**Where the registers sit**

Other sequential cells in the stronger gray, the rest of the logic in the fainter gray.
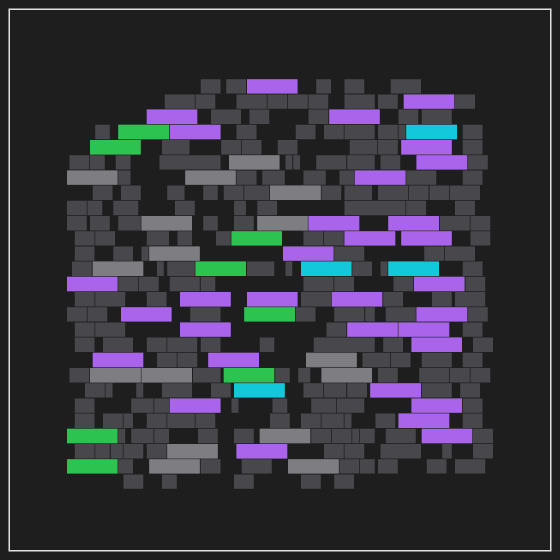
**Cell classes on the final placement**

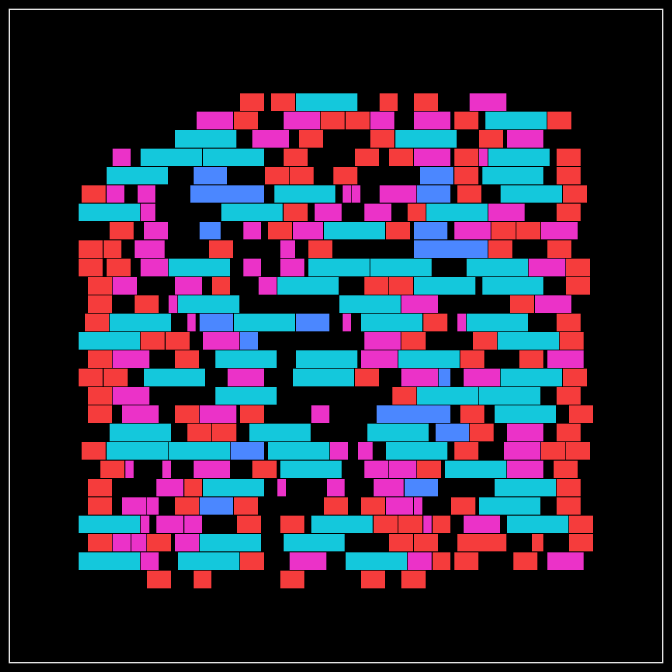
**Gate families picked out**

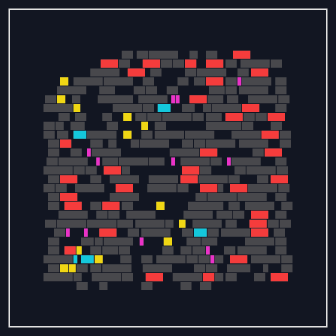
**Clock distribution**

Scale bar: 20 um.
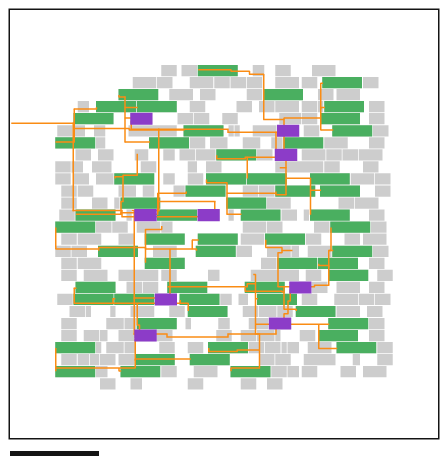
[src/rtl/timer_ctrl_mc_if.sv]
// -----------------------------------------------------------------------------
// timer_ctrl_mc_if
// Bundle between the APB register file / counter cores and the timer
// channel controller (timer_ctrl_mc).
//   master : register file + counter side (drives TDR/TCR, strobes, wrap
//            pulses; receives load/enable/select controls)
//   slave  : timer_ctrl_mc side
// Signals (channel i occupies slice i of each packed vector):
//   TDR_reg, TCR_reg     NUM_CH*DATA_WIDTH  reload data / control images
//   TDR_WR_pulse         NUM_CH             TDR write strobe
//   ovf_pulse, udf_pulse NUM_CH             counter wrap events
//   Cks                  2*NUM_CH           clock select
//   Load_Tdr             NUM_CH             one-cycle load strobe
//   count_start_value    NUM_CH*DATA_WIDTH  value to load
//   count_up_down        NUM_CH             1 = up, 0 = down
//   count_enable         NUM_CH             counter run enable
//   oneshot_done         NUM_CH             one-shot termination pulse
// -----------------------------------------------------------------------------
interface timer_ctrl_mc_if #(
    parameter int DATA_WIDTH = 8,
    parameter int NUM_CH     = 4
);
    logic [NUM_CH*DATA_WIDTH-1:0] TDR_reg;
    logic [NUM_CH*DATA_WIDTH-1:0] TCR_reg;
    logic [NUM_CH-1:0]            TDR_WR_pulse;
    logic [NUM_CH-1:0]            ovf_pulse;
    logic [NUM_CH-1:0]            udf_pulse;
    logic [2*NUM_CH-1:0]          Cks;
    logic [NUM_CH-1:0]            Load_Tdr;
    logic [NUM_CH*DATA_WIDTH-1:0] count_start_value;
    logic [NUM_CH-1:0]            count_up_down;
    logic [NUM_CH-1:0]            count_enable;
    logic [NUM_CH-1:0]            oneshot_done;

    modport master (
        output TDR_reg, TCR_reg, TDR_WR_pulse, ovf_pulse, udf_pulse,
        input  Cks, Load_Tdr, count_start_value, count_up_down,
               count_enable, oneshot_done
    );

    modport slave (
        input  TDR_reg, TCR_reg, TDR_WR_pulse, ovf_pulse, udf_pulse,
        output Cks, Load_Tdr, count_start_value, count_up_down,
               count_enable, oneshot_done
    );
endinterface

[src/rtl/timer_ctrl_mc.sv]
// -----------------------------------------------------------------------------
// timer_ctrl_mc
// Per-channel control for the timer subsystem: generates load strobes and
// start values (TDR write, TCR LOAD rising edge, auto-reload on terminal
// count), passes clock select / direction through, and runs a one-shot
// capable run-state FSM that gates the counter enable.
// Ports:
//   PCLK      in  system clock
//   PRESET_n  in  asynchronous active-low reset
//   bus       timer_ctrl_mc_if.slave (register images, strobes, controls)
// TCR map per channel: [1:0] CKS, [3] OS, [4] EN, [5] UP_DW, [6] ARE, [7] LOAD.
// -----------------------------------------------------------------------------
module timer_ctrl_mc #(
    parameter int DATA_WIDTH = 8,
    parameter int NUM_CH     = 4
) (
    input  logic           PCLK,
    input  logic           PRESET_n,
    timer_ctrl_mc_if.slave bus
);

    typedef enum logic [1:0] {
        ST_IDLE = 2'd0,
        ST_RUN  = 2'd1,
        ST_DONE = 2'd2
    } state_t;

    logic [2*NUM_CH-1:0]          w_cks;
    logic [NUM_CH-1:0]            w_load;
    logic [NUM_CH*DATA_WIDTH-1:0] w_start;
    logic [NUM_CH-1:0]            w_up_dw;
    logic [NUM_CH-1:0]            w_cnt_en;
    logic [NUM_CH-1:0]            w_os_done;

    for (genvar g = 0; g < NUM_CH; g++) begin : g_ch
        logic [DATA_WIDTH-1:0] w_tcr;
        logic [DATA_WIDTH-1:0] w_tdr;
        logic                  w_os, w_en, w_up, w_are, w_ld;
        logic                  w_unused_tcr;
        logic                  w_edge, w_term;
        logic                  w_cnt_en_nxt, w_done_nxt;
        state_t                r_state, w_state_nxt;
        logic                  r_load_q, r_load_qq;
        logic                  r_load;
        logic [DATA_WIDTH-1:0] r_start;
        logic                  r_cnt_en, r_os_done;

        assign w_tcr = bus.TCR_reg[g*DATA_WIDTH +: DATA_WIDTH];
        assign w_tdr = bus.TDR_reg[g*DATA_WIDTH +: DATA_WIDTH];
        assign w_os  = w_tcr[3];
        assign w_en  = w_tcr[4];
        assign w_up  = w_tcr[5];
        assign w_are = w_tcr[6];
        assign w_ld  = w_tcr[7];
        // Reserved TCR bits are intentionally ignored.
        assign w_unused_tcr = ^w_tcr;

        assign w_edge = r_load_q & ~r_load_qq;
        // Only the wrap matching the current direction terminates a run.
        assign w_term = (r_state == ST_RUN) &
                        (w_up ? bus.ovf_pulse[g] : bus.udf_pulse[g]);

        // State register plus the registered Moore/Mealy outputs.
        always_ff @(posedge PCLK or negedge PRESET_n) begin
            if (!PRESET_n) begin
                r_state   <= ST_IDLE;
                r_cnt_en  <= 1'b0;
                r_os_done <= 1'b0;
            end else begin
                r_state   <= w_state_nxt;
                r_cnt_en  <= w_cnt_en_nxt;
                r_os_done <= w_done_nxt;
            end
        end

        // Next state: clearing EN takes precedence over a one-shot term.
        always_comb begin
            w_state_nxt = r_state;
            case (r_state)
                ST_IDLE: if (w_en) w_state_nxt = ST_RUN;
                ST_RUN: begin
                    if (!w_en)               w_state_nxt = ST_IDLE;
                    else if (w_term && w_os) w_state_nxt = ST_DONE;
                end
                ST_DONE: if (!w_en) w_state_nxt = ST_IDLE;
                default: w_state_nxt = ST_IDLE;
            endcase
        end

        // Output decode, computed from the next state so the registered
        // enable tracks the state register cycle-for-cycle.
        always_comb begin
            w_cnt_en_nxt = (w_state_nxt == ST_RUN);
            w_done_nxt   = (r_state == ST_RUN) & w_en & w_term & w_os;
        end

        // Load path: all sources load TDR; priority only picks one strobe.
        always_ff @(posedge PCLK or negedge PRESET_n) begin
            if (!PRESET_n) begin
                r_load_q  <= 1'b0;
                r_load_qq <= 1'b0;
                r_load    <= 1'b0;
                r_start   <= '0;
            end else begin
                r_load_q  <= w_ld;
                r_load_qq <= r_load_q;
                r_load    <= 1'b0;
                if (bus.TDR_WR_pulse[g]) begin
                    r_load  <= 1'b1;
                    r_start <= w_tdr;
                end else if (w_edge) begin
                    r_load  <= 1'b1;
                    r_start <= w_tdr;
                end else if (w_term && w_are && !w_os) begin
                    r_load  <= 1'b1;
                    r_start <= w_tdr;
                end
            end
        end

        assign w_cks[g*2 +: 2]                 = w_tcr[1:0];
        assign w_up_dw[g]                      = w_up;
        assign w_load[g]                       = r_load;
        assign w_start[g*DATA_WIDTH +: DATA_WIDTH] = r_start;
        assign w_cnt_en[g]                     = r_cnt_en;
        assign w_os_done[g]                    = r_os_done;
    end

    assign bus.Cks               = w_cks;
    assign bus.count_up_down     = w_up_dw;
    assign bus.Load_Tdr          = w_load;
    assign bus.count_start_value = w_start;
    assign bus.count_enable      = w_cnt_en;
    assign bus.oneshot_done      = w_os_done;

endmodule

[src/flat_wrapper.sv]
// flat-port wrapper written by rule: the top's interface ports become plain ports
module timer_ctrl_mc_flat 
#(
    parameter int DATA_WIDTH = 8,
    parameter int NUM_CH     = 4
)
  (PCLK, PRESET_n, bus_TDR_reg, bus_TCR_reg, bus_TDR_WR_pulse, bus_ovf_pulse, bus_udf_pulse, bus_Cks, bus_Load_Tdr, bus_count_start_value, bus_count_up_down, bus_count_enable, bus_oneshot_done);
  timer_ctrl_mc_if #(.DATA_WIDTH(DATA_WIDTH), .NUM_CH(NUM_CH)) bus_i ();
  input  logic PCLK;
  input  logic PRESET_n;
  input wire logic [$bits(bus_i.TDR_reg)-1:0] bus_TDR_reg;
  input wire logic [$bits(bus_i.TCR_reg)-1:0] bus_TCR_reg;
  input wire logic [$bits(bus_i.TDR_WR_pulse)-1:0] bus_TDR_WR_pulse;
  input wire logic [$bits(bus_i.ovf_pulse)-1:0] bus_ovf_pulse;
  input wire logic [$bits(bus_i.udf_pulse)-1:0] bus_udf_pulse;
  output wire logic [$bits(bus_i.Cks)-1:0] bus_Cks;
  output wire logic [$bits(bus_i.Load_Tdr)-1:0] bus_Load_Tdr;
  output wire logic [$bits(bus_i.count_start_value)-1:0] bus_count_start_value;
  output wire logic [$bits(bus_i.count_up_down)-1:0] bus_count_up_down;
  output wire logic [$bits(bus_i.count_enable)-1:0] bus_count_enable;
  output wire logic [$bits(bus_i.oneshot_done)-1:0] bus_oneshot_done;
  assign bus_i.TDR_reg = bus_TDR_reg;
  assign bus_i.TCR_reg = bus_TCR_reg;
  assign bus_i.TDR_WR_pulse = bus_TDR_WR_pulse;
  assign bus_i.ovf_pulse = bus_ovf_pulse;
  assign bus_i.udf_pulse = bus_udf_pulse;
  assign bus_Cks = bus_i.Cks;
  assign bus_Load_Tdr = bus_i.Load_Tdr;
  assign bus_count_start_value = bus_i.count_start_value;
  assign bus_count_up_down = bus_i.count_up_down;
  assign bus_count_enable = bus_i.count_enable;
  assign bus_oneshot_done = bus_i.oneshot_done;
  timer_ctrl_mc #(.DATA_WIDTH(DATA_WIDTH), .NUM_CH(NUM_CH)) u_core (.PCLK(PCLK), .PRESET_n(PRESET_n), .bus(bus_i));
endmodule
[config.mk]
export PLATFORM = sky130hd
export DESIGN_NAME = timer_ctrl_mc_flat
export DESIGN_NICKNAME = d
export VERILOG_FILES = /design/src/rtl/timer_ctrl_mc_if.sv /design/src/rtl/timer_ctrl_mc.sv /design/src/flat_wrapper.sv
export SDC_FILE = /design/constraint.sdc
export NUM_CORES = 1
export LEC_CHECK = 0
export CORE_MARGIN = 10
export CORE_UTILIZATION = 44
export CTS_BUF_LIST = sky130_fd_sc_hd__clkbuf_8
export CTS_CLUSTER_DIAMETER = 120
export DETAILED_ROUTE_END_ITERATION = 10
export PLACE_DENSITY_LB_ADDON = 0.15
export SLEW_MARGIN = 5
export SYNTH_ARGS = -nofsm -noshare
export SYNTH_HDL_FRONTEND = slang
export SYNTH_SLANG_ARGS = --single-unit
[constraint.sdc]
create_clock -name PCLK -period 2.62 [get_ports PCLK]
set_input_delay 0.524 -clock PCLK [delete_from_list [all_inputs] [get_ports PCLK]]
set_output_delay 0.524 -clock PCLK [all_outputs]
set_load 0.05 [all_outputs]
==> flow_summary_export.csv <==
group,metric,value,unit
min_path,hold_class,"input pin to asynchronous set/reset pin",
critical_path,critPathTopFamily,"buffers and inverters",
clock_tree,ctsResizeCount,0,
pwr,power_density,706,nW/um2
outcome,status,"complete, no violations",
timing,finClkSkew,7.74,ps
clock_tree,clk_latency,330,ps
clock_tree,ctsHoldBuffers,0,
placement,pre_cts_ws,476,ps
synth,syn-mean-instance-area,15.3,um2
grt,grt_max_degree,51,
drt,wl_per_cell,17.4,um
clock_tree,clk_path_buf_depth,2,
synth,top_area_cell,"dfrtp_1",
pwr,peakVddDrop,0.353,mV
grt,grt_pass1_wl,9.54,mm
synth,ys_seq_frac,0.581,
clock_tree,cts_root_buf,"clkbuf_8",
critical_path,crit_arrival,1530,ps
timing,tightest_slew,540,ps
grt,antenna_found_initial,0,
cells_and_area,antennaDiodeCount,0,
job,warnings,30,
cells_and_area,fin_nets,348,
job,max_cap_viol_count,0,
timing,fmax,0.487,GHz
synth,yosysCellCount,169,
critical_path,crit_slowest_cell,"clkdlybuf4s50_1",
synth,top_area_frac,0.581,
placement,gp_congestion,0.736,
clock_tree,cts_tree,"built",
timing,setup_viol,0,
grt,grt_pass1_vias,1711,
drt,wirelength,6.04,mm
timing,final_hold_viol_count,0,
critical_path,end_kind,"output port",
synth,synthDistinctLibCells,15,
drt,viasPerCell,4.67,
die,io_pins,134,
placement,dp_hpwl,4.63,mm
timing,rsz0062_at_grt,"no",
placement,portBuffers,113,
drt,drc_errors,0,
drt,first_pass_iters,4,
timing,final.setup.tns,0,ps
timing,slew_violations,0,
drt,drt_iter0_drc,38,
die,chipHeight,96.6,um
synth,yosys-top-cells-area,"dfrtp_1 58%, mux2_4 19%, buf_4 7.0%",
grt,grt_usage,0.127,
clock_tree,cts_sinks,60,
die,fp_util,0.461,
synth,yosys_warnings,0,
synth,netlist_instances,169,
synth,synth_flops,60,
die,core_area,5610,um2
timing,finalCritPeriodShare,0.784,
die,die_w,96.6,um
timing,max_slew_margin,0.639,
clock_tree,numCtsBuffers,9,
timing,holdWs,50.8,ps
die,dieArea,9340,um2
About 'where the registers sit':
u_core.g_ch.r_load: in cyan, flops 4. u_core.g_ch.r_start: in purple, flops 32. u_core.g_ch.r_state: in green, flops 8.

About 'cell classes on the final placement':
clock drivers and dummy loads: in blue, cells 16, share of their area 6.6%. sequential cells: in cyan, cells 60, share of their area 40%. combinational and other logic: in magenta, cells 81, share of their area 23%. remaining buffers and delay cells: in red, cells 118, share of their area 31%.

About 'gate families picked out':
inv cells: in magenta, cells 12. mux cells: in red, cells 36, where spread over the die. nand cells: in cyan, cells 5. nor cells: in yellow, cells 13.

About 'clock distribution':
clock drivers: in purple, count 9. clock wires: in orange, length 796 um. flip-flops: in green, count 60.
There are 10 routed clock nets.

[synth_stat cells (all sizes together)]
cell	number
nor2b	4
nand2	1
and4bb	3
dfrtp	60
mux2	32
o221a	4
inv	12
nor3	1
mux2i	4
buf	28
nor3b	8
nand4bb	4
and4b	4
o21a	4
[per-stage QoR]
stage	cells	util	power, uW	area [um2]
final	347	0.689	2730	3860
after global routing	347	0.689	2830	3860
after CTS	347	0.689	2760	3860
after detailed placement	331	0.645	1720	3610
after global placement	331	0.645	1710	3610
after floorplan	169	-	1490	2580
[flip-flops by register name (all words and copies together), names as in the netlist]
| signal | cells |
|---|---|
| u_core.g_ch.r_os_done | 4 |
| u_core.g_ch.r_cnt_en | 4 |
| u_core.g_ch.r_load | 4 |
| u_core.g_ch.r_load_q | 4 |
| u_core.g_ch.r_state | 8 |
| u_core.g_ch.r_load_qq | 4 |
| u_core.g_ch.r_start | 32 |
[report_power, final]
group | switching, uW | internal, uW
Sequential | 41.5 | 1000
Combinational | 354 | 300
Clock | 370 | 657
[area by class of cell]
type	instances	area, um2
clock inverter	6	111
inverter	12	45.0
fill	426	1740
timing repair buffer	118	1170
tap	72	90.1
clock buffer	10	138
multi-input combinational	69	812
sequential	60	1500
[final timing paths]
kind | startpoint | to | depth (start not counted)
max | u_core.g_ch[2].r_start[0] | bus_count_start_value[16] | 1
min | PRESET_n | u_core.g_ch[0].r_start[0] | 1
max reg2reg | u_core.g_ch[0].r_state[1] | u_core.g_ch[0].r_start[2] | 4
min reg2reg | u_core.g_ch[1].r_load_q | u_core.g_ch[1].r_load_qq | 0
max in group asynchronous | PRESET_n | u_core.g_ch[1].r_state[1] | 2
min in group PCLK | u_core.g_ch[1].r_load_q | u_core.g_ch[1].r_load_qq | 0
[metal layers]
layer	wire [um]	vias up	track usage
met5	0	-	0
met1	2660	766	0.157
met2	2630	78	0.179
met4	90	0	0.0485
met3	657	16	0.0703
li1	-	761	-
[cells by family (layout without fill, tap and decap cells)]
group,after synthesis,after routing,share of synthesized area
AOI/OAI and AO/OA,8,8,0.0291
DFF,60,60,0.581
and+or+nand+nor,25,25,0.0838
buffers and inverters,40,146,0.105
muxes,36,36,0.201
No activity file was given, so power comes from the tool's default toggle rates.
